$ cat config.mk
export PLATFORM = sky130hd
export DESIGN_NAME = wb_user_arbiter
export DESIGN_NICKNAME = d
export VERILOG_FILES = /design/src/rtl/wb_arb_pkg.sv /design/src/rtl/wb_ack_timeout.sv /design/src/rtl/wb_user_arbiter.sv
export SDC_FILE = /design/constraint.sdc
export NUM_CORES = 1
export LEC_CHECK = 0
export ABC_CLOCK_PERIOD_IN_PS = 3000
export CAP_MARGIN = 20
export CORE_AREA = 2 2 124 126
export DETAILED_ROUTE_END_ITERATION = 8
export DIE_AREA = 0 0 126 128
export GPL_TIMING_DRIVEN = 0
export SYNTH_ARGS = -nofsm -noshare
export SYNTH_HDL_FRONTEND = slang
export SYNTH_SLANG_ARGS = --single-unit
$ cat constraint.sdc
create_clock -name wb_clk_i -period 3 [get_ports wb_clk_i]
set_input_delay 0.6 -clock wb_clk_i [delete_from_list [all_inputs] [get_ports wb_clk_i]]
set_output_delay 0.6 -clock wb_clk_i [all_outputs]
set_load 0.02 [all_outputs]
$ cat src/rtl/wb_arb_pkg.sv
// wb_arb_pkg: state encodings and shared constants for the user-area Wishbone arbiter
package wb_arb_pkg;
    typedef enum logic [1:0] {
        IDLE   = 2'd0,
        GRANT0 = 2'd1,
        GRANT1 = 2'd2,
        ABORT  = 2'd3
    } state_t;
    localparam int CNT_W = 16;
    localparam logic [31:0] TIMEOUT_DATA_DEF = 32'hDEAD_BEEF;
endpackage

$ cat src/rtl/wb_ack_timeout.sv
// wb_ack_timeout: wait counter with clear/enable that flags the last allowed wait cycle
module wb_ack_timeout
    import wb_arb_pkg::*;
#(
    parameter int TIMEOUT_CYCLES = 256
) (
    input  logic clk,
    input  logic rst,
    input  logic clr,
    input  logic en,
    output logic tc
);
    logic [CNT_W-1:0] cnt_q, cnt_d;
    always_comb cnt_d = clr ? '0 : en ? cnt_q + CNT_W'(1) : cnt_q;
    // tc only fires on a counting cycle, so a coincident ack (en=0) always wins
    assign tc = (TIMEOUT_CYCLES != 0) && en && (cnt_q == CNT_W'(TIMEOUT_CYCLES - 1));
    always_ff @(posedge clk or posedge rst) begin
        if (rst) cnt_q <= '0;
        else cnt_q <= cnt_d;
    end
endmodule

$ cat src/rtl/wb_user_arbiter.sv
// wb_user_arbiter: round-robin two-master Wishbone arbiter with slave-ack timeout abort
module wb_user_arbiter
    import wb_arb_pkg::*;
#(
    parameter int          TIMEOUT_CYCLES = 256,
    parameter logic [31:0] TIMEOUT_DATA   = TIMEOUT_DATA_DEF
) (
    input  logic        wb_clk_i,
    input  logic        wb_rst_i,
    input  logic        m0_cyc_i,
    input  logic        m0_stb_i,
    input  logic        m0_we_i,
    input  logic [3:0]  m0_sel_i,
    input  logic [31:0] m0_adr_i,
    input  logic [31:0] m0_dat_i,
    output logic        m0_ack_o,
    output logic [31:0] m0_dat_o,
    input  logic        m1_cyc_i,
    input  logic        m1_stb_i,
    input  logic        m1_we_i,
    input  logic [3:0]  m1_sel_i,
    input  logic [31:0] m1_adr_i,
    input  logic [31:0] m1_dat_i,
    output logic        m1_ack_o,
    output logic [31:0] m1_dat_o,
    output logic        s_cyc_o,
    output logic        s_stb_o,
    output logic        s_we_o,
    output logic [3:0]  s_sel_o,
    output logic [31:0] s_adr_o,
    output logic [31:0] s_dat_o,
    input  logic        s_ack_i,
    input  logic [31:0] s_dat_i,
    output logic        timeout_o,
    output logic        timeout_src_o,
    input  logic        timeout_clr_i
);
    state_t state_q, state_d;
    logic   last_q, last_d, tout_q, tout_d, src_q, src_d;
    logic   req0, req1, g0, g1, ab, tc;

    assign req0 = m0_cyc_i & m0_stb_i;
    assign req1 = m1_cyc_i & m1_stb_i;
    assign g0   = state_q == GRANT0;
    assign g1   = state_q == GRANT1;
    assign ab   = state_q == ABORT;

    wb_ack_timeout #(.TIMEOUT_CYCLES(TIMEOUT_CYCLES)) u_timeout (
        .clk (wb_clk_i),
        .rst (wb_rst_i),
        .clr (~(g0 | g1) | s_ack_i),
        .en  (s_stb_o & ~s_ack_i),
        .tc  (tc)
    );

    always_ff @(posedge wb_clk_i or posedge wb_rst_i) begin
        if (wb_rst_i) begin
            state_q <= IDLE;
            last_q  <= 1'b1;
            tout_q  <= 1'b0;
            src_q   <= 1'b0;
        end else begin
            state_q <= state_d;
            last_q  <= last_d;
            tout_q  <= tout_d;
            src_q   <= src_d;
        end
    end

    always_comb begin
        state_d = state_q;
        last_d  = last_q;
        case (state_q)
            IDLE: state_d = (req0 & req1) ? (last_q ? GRANT0 : GRANT1) : req0 ? GRANT0 : req1 ? GRANT1 : IDLE;
            GRANT0, GRANT1: begin
                if (!(g1 ? m1_cyc_i : m0_cyc_i)) begin
                    state_d = IDLE;
                    last_d  = g1;
                end else if (tc) state_d = ABORT;
            end
            default: begin
                if (src_q ? m1_cyc_i : m0_cyc_i) state_d = src_q ? GRANT1 : GRANT0;
                else begin
                    state_d = IDLE;
                    last_d  = src_q;
                end
            end
        endcase
        // src is captured on entry so it names the aborted master during ABORT itself
        src_d  = (state_d == ABORT && !ab) ? g1 : src_q;
        tout_d = (state_d == ABORT || ab) ? 1'b1 : timeout_clr_i ? 1'b0 : tout_q;
    end

    always_comb begin
        s_cyc_o  = g0 ? m0_cyc_i : g1 ? m1_cyc_i : 1'b0;
        s_stb_o  = g0 ? m0_stb_i : g1 ? m1_stb_i : 1'b0;
        s_we_o   = g0 ? m0_we_i  : g1 ? m1_we_i  : 1'b0;
        s_sel_o  = g0 ? m0_sel_i : g1 ? m1_sel_i : 4'h0;
        s_adr_o  = g0 ? m0_adr_i : g1 ? m1_adr_i : 32'h0;
        s_dat_o  = g0 ? m0_dat_i : g1 ? m1_dat_i : 32'h0;
        m0_ack_o = (g0 & s_ack_i) | (ab & ~src_q);
        m1_ack_o = (g1 & s_ack_i) | (ab & src_q);
        m0_dat_o = g0 ? s_dat_i : (ab & ~src_q) ? TIMEOUT_DATA : 32'h0;
        m1_dat_o = g1 ? s_dat_i : (ab & src_q) ? TIMEOUT_DATA : 32'h0;
    end

    assign timeout_o     = tout_q;
    assign timeout_src_o = src_q;
endmodule
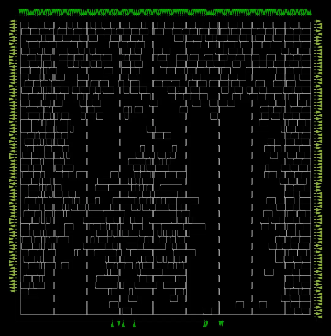
(placed standard cells)
Tap Cells: 188
flop share of the area: 8.675%

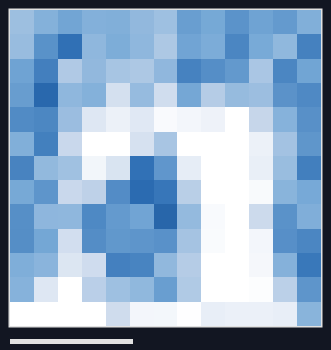
(cell density map)
Bar = 50 µm. 13 x 13 tiles, from white (low) to dark blue (high), 0 to 100% covered.
fullest tile	78%
tiles over 75% full	1.8%
mean over tiles	36%
nearly empty tiles	14%

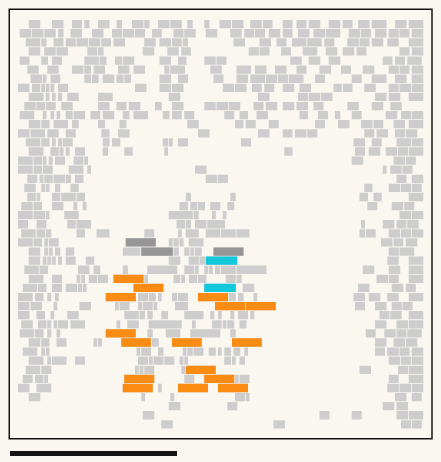
(sequential cells grouped by signal name)
Bar = 50 µm.
colour	netlist name	placed flops
cyan	`state_q`	2
orange	`u_timeout.cnt_q`	16
not coloured	3

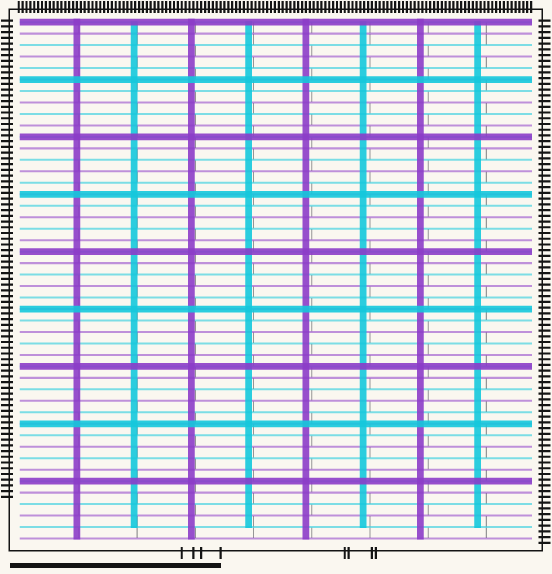
(power grid)
Bar = 50 µm. Pins as bars on the die edge. Tap cells in grey.
colour	net
purple	VSS
cyan	VDD
met4 straps	8
tap cells	188
rows	45

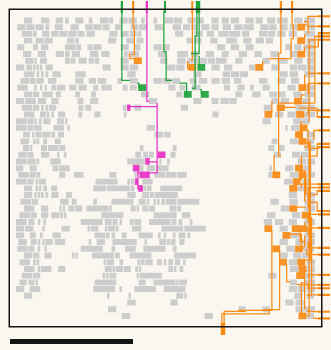
(port wiring)
Bar = 50 µm.
colour	port	bits	direction	end cells	wire
magenta	`m1_cyc_i`	1	input	7	103 µm
orange	`s_adr_o`	32	output	32	835 µm
green	`m1_sel_i`	4	input	4	135 µm

-- critical path, delay by kind of cell, from the launching register on --
family / cells / cell delay, ns
adders and majority gates: 1 / 0.24
DFF: 1 / 0.45
and+or+nand+nor: 1 / 0.15
buffers and inverters: 4 / 1.18
-- flip-flops by register name (all words and copies together) (netlist names) --
name	count
u_timeout.cnt_q	16
state_q	2
last_q	1
timeout_o	1
timeout_src_o	1
-- through the flow --
stage               area [µm²]  std cells
finish                    6101        835
global route              6101        835
CTS                       5972        835
detailed placement        5893        829
global placement          5893        829
floorplan                 2495        325
-- metal layers --
metal	wire length [µm]	part of all wire (%)	track usage, %
met1	5678	37	19.15
met2	7825	51	31.75
met3	1619	11	6.260
met4	109	0.72	2.069
met5	0	0	0
==> flow_metrics.env <==
# physical design summary
export IMPL_crit_end="m1_dat_o[14]"
export IMPL_synth_top_area_share_pct=24.57
export IMPL_path_cells="inv_1 > ha_2 > clkbuf_4 > buf_2 > and2_1 > clkdlybuf4s50_1"
export IMPL_async_reset_ff_share_pct=100.0
export IMPL_postCtsSetupRepairBufs=2
export IMPL_preCtsSetupSlack_ns=-0.3875
export IMPL_clkPwrFrac_pct=10.6
export IMPL_ys_top_logic_family="AND-OR/OR-AND gates"
export IMPL_largest_class="buffers"
export IMPL_switchingPower_mw=1.227
export IMPL_grt_max_degree=22
export IMPL_avgSynthCellArea_um2=7.677
export IMPL_comb_area_share_pct=29.82
export IMPL_first_global_vias=3818
export IMPL_clk_share_pct=1.292
export IMPL_relSlewSlack_pct=46.77
export IMPL_hold_violations=0
export IMPL_finalSetupViolCount=0
export IMPL_whs_path_depth=2
export IMPL_post_cts_resized=104
export IMPL_layout_nets=832
export IMPL_edf_count=0
export IMPL_status="finished clean"
export IMPL_pg_clk_mw=0.284
export IMPL_worst_r2r_setup_slack_ns=0.83
export IMPL_ys_ff=21
export IMPL_vias=3774
export IMPL_p_int_mw=1.446
export IMPL_synthAdderAreaFrac_pct=3.009
export IMPL_worstSetupPathType="flop to output port"
export IMPL_worst_slack_ns=0.1308
export IMPL_crit_path_start="state_q[0]"
export IMPL_p_per_area_nw_per_um2=438.2
export IMPL_max_freq_mhz=348.5
export IMPL_reg2regPathDepth=8
export IMPL_cp_required_ns=2.40
export IMPL_die_h_um=128
export IMPL_synth_nets=509
export IMPL_clock_path_buffers=2
export IMPL_grt_ovfl_total=0
export IMPL_drc=0
export IMPL_ctsHoldBuffers=0
export IMPL_combGateArea_um2=1819
export IMPL_fp_util_pct=16.78
export IMPL_drive_gt1_share_pct=8.192
export IMPL_dp_hpwl_mm=12.73
export IMPL_nonClkBufAreaFrac_pct=55.99
